==> images/pinout.png <==
Drawn at 3 px/um. Pins as bars across the die edge, other pins in gray.
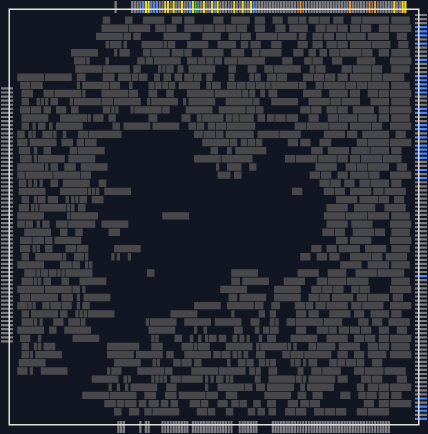
==> images/m2.png <==
Drawn at 3 px/um.
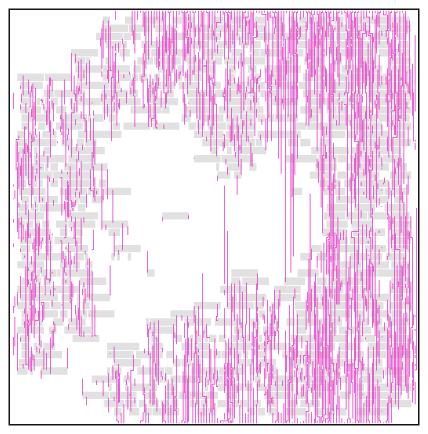
==> images/layers.png <==
Drawn at 3 px/um. Two of the layers only.
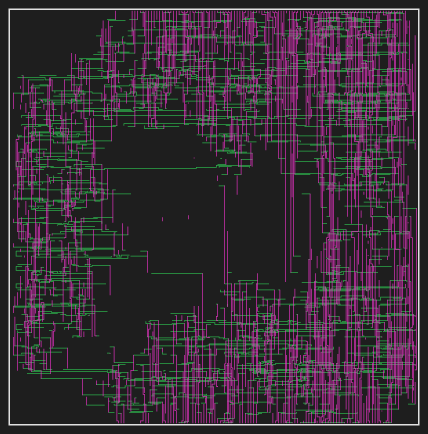
==> images/placed.png <==
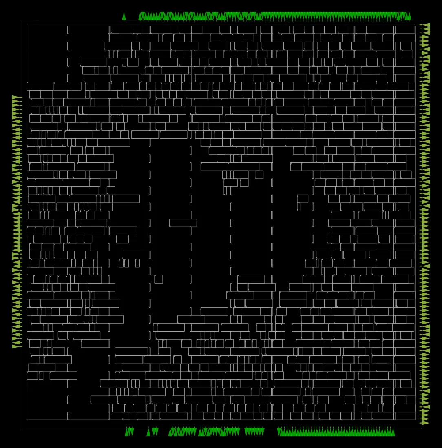
==> images/closeup.png <==
Region (48, 49) to (88, 89) um. Cells in gray, sequential cells in the stronger gray; small squares are vias.
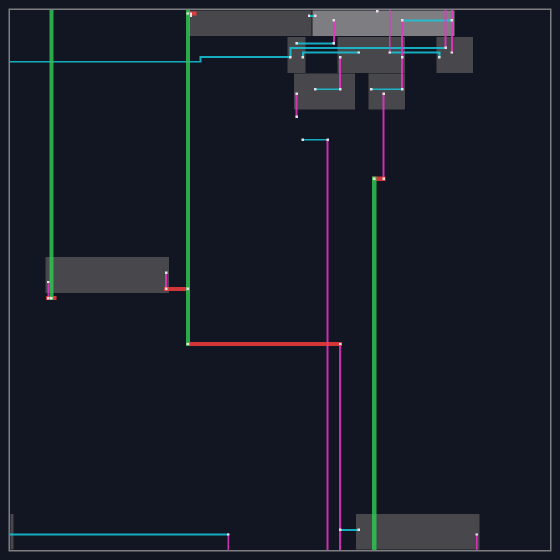
File: config.mk
export PLATFORM = sky130hd
export DESIGN_NAME = alu_share_arb_flat
export DESIGN_NICKNAME = d
export VERILOG_FILES = /design/src/rtl/alu_share_arb_if.sv /design/src/rtl/alu_share_arb.sv /design/src/flat_wrapper.sv
export SDC_FILE = /design/constraint.sdc
export NUM_CORES = 1
export LEC_CHECK = 0
export CAP_MARGIN = 20
export CORE_AREA = 2 2 134 136
export DETAILED_ROUTE_END_ITERATION = 12
export DIE_AREA = 0 0 136 138
export GPL_ROUTABILITY_DRIVEN = 0
export GPL_TIMING_DRIVEN = 1
export PLACE_DENSITY = 0.75
export SKIP_CTS_REPAIR_TIMING = 1
export SYNTH_ARGS = -nofsm -noshare
export SYNTH_HDL_FRONTEND = slang
export SYNTH_SLANG_ARGS = --single-unit
File: constraint.sdc
create_clock -name clk -period 2.3 [get_ports clk]
set_clock_uncertainty 0.15 [all_clocks]
set_input_delay 0.46 -clock clk [delete_from_list [all_inputs] [get_ports clk]]
set_output_delay 0.46 -clock clk [all_outputs]
set_load 0.1 [all_outputs]
File: src/rtl/alu_share_arb_if.sv
// One client's request/response bundle toward the shared-ALU arbiter.
// master = client side, slave = arbiter side.
interface alu_share_arb_if;
    logic        req_valid;
    logic        req_ready;
    logic [31:0] req_a;
    logic [31:0] req_b;
    logic [3:0]  req_op;
    logic        rsp_valid;
    logic        rsp_ready;
    logic [31:0] rsp_result;
    logic        rsp_zero;

    modport master (
        output req_valid, req_a, req_b, req_op, rsp_ready,
        input  req_ready, rsp_valid, rsp_result, rsp_zero
    );

    modport slave (
        input  req_valid, req_a, req_b, req_op, rsp_ready,
        output req_ready, rsp_valid, rsp_result, rsp_zero
    );
endinterface

File: src/rtl/alu_share_arb.sv
// Round-robin share of one combinational ALU between two clients; result registered, valid one cycle after accept.
// A full, undrained response slot blocks only its own client; draining and refilling in one cycle is bubble-free.
module alu_share_arb #(
    parameter int CNT_W = 16
) (
    input  logic              clk,
    input  logic              rst_n,
    alu_share_arb_if.slave    req0,
    alu_share_arb_if.slave    req1,
    output logic [31:0]       alu_a,
    output logic [31:0]       alu_b,
    output logic [3:0]        alu_op,
    input  logic [31:0]       alu_result,
    input  logic              alu_zero,
    output logic [CNT_W-1:0]  issue_cnt_0,
    output logic [CNT_W-1:0]  issue_cnt_1
);

    logic [1:0]       req_vld;
    logic [1:0]       rsp_rdy;
    logic [31:0]      req_a   [2];
    logic [31:0]      req_b   [2];
    logic [3:0]       req_op  [2];

    logic [1:0]       free;
    logic [1:0]       elig;
    logic [1:0]       grant;

    logic             prio_q;
    logic [1:0]       rsp_vld_q;
    logic [1:0]       rsp_zero_q;
    logic [31:0]      rsp_res_q [2];
    logic [CNT_W-1:0] cnt_q     [2];

    assign req_vld   = {req1.req_valid, req0.req_valid};
    assign rsp_rdy   = {req1.rsp_ready, req0.rsp_ready};
    assign req_a[0]  = req0.req_a;
    assign req_a[1]  = req1.req_a;
    assign req_b[0]  = req0.req_b;
    assign req_b[1]  = req1.req_b;
    assign req_op[0] = req0.req_op;
    assign req_op[1] = req1.req_op;

    // A slot being drained this cycle may be refilled in the same cycle.
    assign free = ~rsp_vld_q | rsp_rdy;
    assign elig = req_vld & free;

    always_comb begin
        grant = 2'b00;
        if (elig == 2'b11) begin
            grant = prio_q ? 2'b10 : 2'b01;
        end else begin
            grant = elig;
        end
        // Reset blocks grants asynchronously so ready and ALU drive read 0 while held.
        if (!rst_n) begin
            grant = 2'b00;
        end
    end

    // Idle drive is ADD 0,0 so the shared ALU inputs stay quiet.
    always_comb begin
        alu_a  = '0;
        alu_b  = '0;
        alu_op = '0;
        if (grant[0]) begin
            alu_a  = req_a[0];
            alu_b  = req_b[0];
            alu_op = req_op[0];
        end else if (grant[1]) begin
            alu_a  = req_a[1];
            alu_b  = req_b[1];
            alu_op = req_op[1];
        end
    end

    always_ff @(posedge clk or negedge rst_n) begin
        if (!rst_n) begin
            prio_q     <= 1'b0;
            rsp_vld_q  <= '0;
            rsp_zero_q <= '0;
            for (int i = 0; i < 2; i++) begin
                rsp_res_q[i] <= '0;
                cnt_q[i]     <= '0;
            end
        end else begin
            for (int i = 0; i < 2; i++) begin
                if (grant[i]) begin
                    rsp_vld_q[i]  <= 1'b1;
                    rsp_res_q[i]  <= alu_result;
                    rsp_zero_q[i] <= alu_zero;
                    cnt_q[i]      <= cnt_q[i] + CNT_W'(1);
                end else if (rsp_vld_q[i] && rsp_rdy[i]) begin
                    rsp_vld_q[i]  <= 1'b0;
                end
            end
            if (grant[0]) begin
                prio_q <= 1'b1;
            end else if (grant[1]) begin
                prio_q <= 1'b0;
            end
        end
    end

    assign req0.req_ready  = grant[0];
    assign req1.req_ready  = grant[1];
    assign req0.rsp_valid  = rsp_vld_q[0];
    assign req1.rsp_valid  = rsp_vld_q[1];
    assign req0.rsp_result = rsp_res_q[0];
    assign req1.rsp_result = rsp_res_q[1];
    assign req0.rsp_zero   = rsp_zero_q[0];
    assign req1.rsp_zero   = rsp_zero_q[1];
    assign issue_cnt_0     = cnt_q[0];
    assign issue_cnt_1     = cnt_q[1];

endmodule

File: src/flat_wrapper.sv
// flat-port wrapper written by rule: the top's interface ports become plain ports
module alu_share_arb_flat 
#(
    parameter int CNT_W = 16
)
  (clk, rst_n, alu_a, alu_b, alu_op, alu_result, alu_zero, issue_cnt_0, issue_cnt_1, req0_req_valid, req0_req_a, req0_req_b, req0_req_op, req0_rsp_ready, req0_req_ready, req0_rsp_valid, req0_rsp_result, req0_rsp_zero, req1_req_valid, req1_req_a, req1_req_b, req1_req_op, req1_rsp_ready, req1_req_ready, req1_rsp_valid, req1_rsp_result, req1_rsp_zero);
  alu_share_arb_if req0_i ();
  alu_share_arb_if req1_i ();
  input  logic clk;
  input  logic rst_n;
  output logic [31:0] alu_a;
  output logic [31:0] alu_b;
  output logic [3:0] alu_op;
  input  logic [31:0] alu_result;
  input  logic alu_zero;
  output logic [CNT_W-1:0] issue_cnt_0;
  output logic [CNT_W-1:0] issue_cnt_1;
  input wire logic [$bits(req0_i.req_valid)-1:0] req0_req_valid;
  input wire logic [$bits(req0_i.req_a)-1:0] req0_req_a;
  input wire logic [$bits(req0_i.req_b)-1:0] req0_req_b;
  input wire logic [$bits(req0_i.req_op)-1:0] req0_req_op;
  input wire logic [$bits(req0_i.rsp_ready)-1:0] req0_rsp_ready;
  output wire logic [$bits(req0_i.req_ready)-1:0] req0_req_ready;
  output wire logic [$bits(req0_i.rsp_valid)-1:0] req0_rsp_valid;
  output wire logic [$bits(req0_i.rsp_result)-1:0] req0_rsp_result;
  output wire logic [$bits(req0_i.rsp_zero)-1:0] req0_rsp_zero;
  input wire logic [$bits(req1_i.req_valid)-1:0] req1_req_valid;
  input wire logic [$bits(req1_i.req_a)-1:0] req1_req_a;
  input wire logic [$bits(req1_i.req_b)-1:0] req1_req_b;
  input wire logic [$bits(req1_i.req_op)-1:0] req1_req_op;
  input wire logic [$bits(req1_i.rsp_ready)-1:0] req1_rsp_ready;
  output wire logic [$bits(req1_i.req_ready)-1:0] req1_req_ready;
  output wire logic [$bits(req1_i.rsp_valid)-1:0] req1_rsp_valid;
  output wire logic [$bits(req1_i.rsp_result)-1:0] req1_rsp_result;
  output wire logic [$bits(req1_i.rsp_zero)-1:0] req1_rsp_zero;
  assign req0_i.req_valid = req0_req_valid;
  assign req0_i.req_a = req0_req_a;
  assign req0_i.req_b = req0_req_b;
  assign req0_i.req_op = req0_req_op;
  assign req0_i.rsp_ready = req0_rsp_ready;
  assign req0_req_ready = req0_i.req_ready;
  assign req0_rsp_valid = req0_i.rsp_valid;
  assign req0_rsp_result = req0_i.rsp_result;
  assign req0_rsp_zero = req0_i.rsp_zero;
  assign req1_i.req_valid = req1_req_valid;
  assign req1_i.req_a = req1_req_a;
  assign req1_i.req_b = req1_req_b;
  assign req1_i.req_op = req1_req_op;
  assign req1_i.rsp_ready = req1_rsp_ready;
  assign req1_req_ready = req1_i.req_ready;
  assign req1_rsp_valid = req1_i.rsp_valid;
  assign req1_rsp_result = req1_i.rsp_result;
  assign req1_rsp_zero = req1_i.rsp_zero;
  alu_share_arb #(.CNT_W(CNT_W)) u_core (.clk(clk), .rst_n(rst_n), .req0(req0_i), .req1(req1_i), .alu_a(alu_a), .alu_b(alu_b), .alu_op(alu_op), .alu_result(alu_result), .alu_zero(alu_zero), .issue_cnt_0(issue_cnt_0), .issue_cnt_1(issue_cnt_1));
endmodule
==> ci_impl_report.md <==
## Synthesis and layout report

| Metric | Value |
|---|---|
| Run status | finished, violations left |
| Number of cells in the design after placement | 998 |
| Cell area power density | 1020 mW/mm^2 |
| Dominant flop cell | sky130_fd_sc_hd__dfrtp_1 |
| Residual DRC count | 0 |
| Worst r2r src | u_core.rsp_vld_q[0] |
| Maxcap violations | 0 |
| CTS clk-pin slew, worst paths | 0.07 ns |
| Share of total power in the clock network | 16.1% |
| CTS max path bufs | 2 |
| Delay of the slowest critical-path stage | 0.46 ns |
| Type of destination of the critical path | output pin |
| Violated checks | setup timing |
| Yosys-reported design area after synthesis | 0.00470 sq mm |
| Overall overflow remaining after global route | 0 |
| Most numerous cell on the critical path | sky130_fd_sc_hd__buf_12 |
| Combined global-route utilization of all metal layers | 20.2% |
| Clock sink total | 101 |
| Post-synthesis to final-layout area growth | 113% |
| Number of levels in the clock H-tree | 3 |
| Total Die Area | 0.0188 sq mm |
| Detailed-route vias per instance | 4.69 |
| Minimum clock period | 2.67 ns |
| Cell chain of the critical path | clkdlybuf4s50_1 -> a311oi_4 -> buf_6 -> buf_12 -> a22o_2 -> buf_12 |
| Floorplan core density | 26.8% |
| FF-to-FF End | u_core.req0.rsp_result[31] |
| Arrival @ worst endpoint | 2.06 ns |
| Top area cells in the synthesized netlist | sky130_fd_sc_hd__dfrtp_1 (54%), sky130_fd_sc_hd__a22o_1 (13%), sky130_fd_sc_hd__nand2_1 (9.0%) |
| Unrepaired setup endpoints after global routing | true |
| Warnings, synthesis | 0 |
| Setup slack of the most critical reg-to-reg path | 0.02 ns |
| Internal power of the cells | 4790 uW |
| Total negative slack for setup checks | -23.48 ns |
| Cell at the root of the clock tree | sky130_fd_sc_hd__clkbuf_16 |
| Peak Freq | 0.374 GHz |
| Delay-heaviest family, CP | buffers and inverters |
| Static leakage | 0.00466 uW |
| Worst Reg-to-Reg Cells | 6 |
| Register area | 0.00253 sq mm |
| Total of endpoints with negative setup slack in the final report | 74 |
| Worst setup path startpoint | req1_req_valid |
| Least setup slack across all paths after layout | -0.375 ns |
| End point of the critical path | alu_b[14] |
| Share of power burned in combinational logic | 60.0% |
| First-pass GRT wire length | 28.5 mm |
| Post-route clock period utilization | 116% |
| Detailed-routing iteration count for the pre-antenna-repair pass | 6 |
| Data required time of the worst path | 1.69 ns |
| Yosys Instances | 428 |
Notes on pinout.png above:
Green shows `req0_rsp_valid`, pins 1, direction output, edge top. Orange shows `req0_req_op`, pins 4, direction input, edge top. Blue shows `alu_a`, pins 32, direction output, edge 26 right, 6 top. Yellow shows `issue_cnt_0`, pins 16, direction output, edge top.
All pins by edge: 101 top, 100 right, 81 bottom, 63 left.
floorplan die height: 138 um
count of buffers inserted at the top-level ports: 344
x dimension of the die: 136 um

Notes on m2.png above:
887 nets have wire on it. The longest straight run is 81.3 um. The wires run mostly vertical.

Notes on layers.png above:
Green shows M1, wire length 7160 um. Magenta shows M2, wire length 10900 um.
vias: 4858
aggregate routed wire length: 20.6 mm
wire length per cell after detailed routing: 19.9 um

Notes on placed.png above:
number of non-filler instances in the completed layout: 1036
core outline area: 0.0175 sq mm
number of fillers in the final layout: 1468
cell row count: 49
number of flip-flops and latches: 101

Notes on closeup.png above:
Cyan shows M1. Magenta shows M2. Red shows M3. Green shows M4.
Netlist names of flops here include `u_core.rsp_vld_q` (1). Most frequent: clkbuf_16 (3), buf_4 (2). 9 logic cells have their middle in the window. Sequential cells in the window: 1.

stage by stage:
stage | util, % | cell area [sq um]
final | 57.2 | 10000
after global routing | 57.2 | 10000
after CTS | 54.8 | 9610
after detailed placement | 52.9 | 9280
after global placement | 52.9 | 9280
after floorplan | - | 5000
area by class of cell:
cell class              instances  share of cell area (%)
repair buffers                384                    43.7
inverters                       3                   0.137
multi-input cells             295                    24.6
well taps                     229                    2.86
clock inverters                 7                   0.974
clock buffers                   9                    2.25
diodes                          8                   0.200
flip-flops and latches        101                    25.3
power groups by stage:
| stage | sequential [uW] | combinational, uW | clock (uW) |
|---|---|---|---|
| after floorplan | 5240 | 1480 | 0 |
| after global placement | 2460 | 6020 | 0 |
| after detailed placement | 2470 | 6060 | 0 |
| after CTS | 2450 | 6060 | 1690 |
| after global routing | 2500 | 6310 | 1760 |
| final | 2450 | 6140 | 1640 |
logic make-up (layout without fill, tap and decap cells):
logic type / count (synthesis) / after routing / share of synthesized area (%)
multiplexers: 34 / 34 / 8.15
buffers and inverters: 32 / 403 / 3.38
AND-OR/OR-AND: 71 / 71 / 13.5
other: 0 / 8 / 0
XOR/XNOR: 30 / 30 / 5.59
adder cells (fa/ha/maj): 2 / 2 / 0.533
AND/OR/NAND/NOR: 158 / 158 / 15.1
flip-flops: 101 / 101 / 53.8
per-layer routing:
metal	track usage (%)	routed length (um)
met1	21.1	7160
met2	35.3	10900
met3	7.08	1840
met4	10.6	702
met5	0	0
flip-flops by register name (all words and copies together), names as in the netlist:
signal,count
u_core.issue_cnt_0,16
u_core.req1.rsp_result,32
u_core.prio_q,1
u_core.issue_cnt_1,16
u_core.req0.rsp_result,32
u_core.rsp_zero_q,2
u_core.rsp_vld_q,2
placed cells by master, fill, tap and decap left out, types with 8 or more instances in the layout:
master / instances
sky130_fd_sc_hd__dfrtp_1: 99
sky130_fd_sc_hd__diode_2: 8
sky130_fd_sc_hd__clkdlybuf4s50_1: 170
sky130_fd_sc_hd__buf_4: 120
sky130_fd_sc_hd__buf_12: 78
sky130_fd_sc_hd__xor2_1: 8
sky130_fd_sc_hd__nand3_1: 12
sky130_fd_sc_hd__xnor2_1: 22
sky130_fd_sc_hd__nand4_1: 10
sky130_fd_sc_hd__buf_6: 8
sky130_fd_sc_hd__nand2_1: 111
sky130_fd_sc_hd__mux2_2: 20
sky130_fd_sc_hd__a22o_2: 23
sky130_fd_sc_hd__clkbuf_16: 12
sky130_fd_sc_hd__a22o_4: 45
sky130_fd_sc_hd__mux2_1: 14
tightest hold or removal path: stages:
cell and delay, ns:
sky130_fd_sc_hd__buf_4 0.11, sky130_fd_sc_hd__buf_4 0.12, sky130_fd_sc_hd__buf_4 0.16
Power figures rest on the tool's default switching activity, not on a simulated workload.
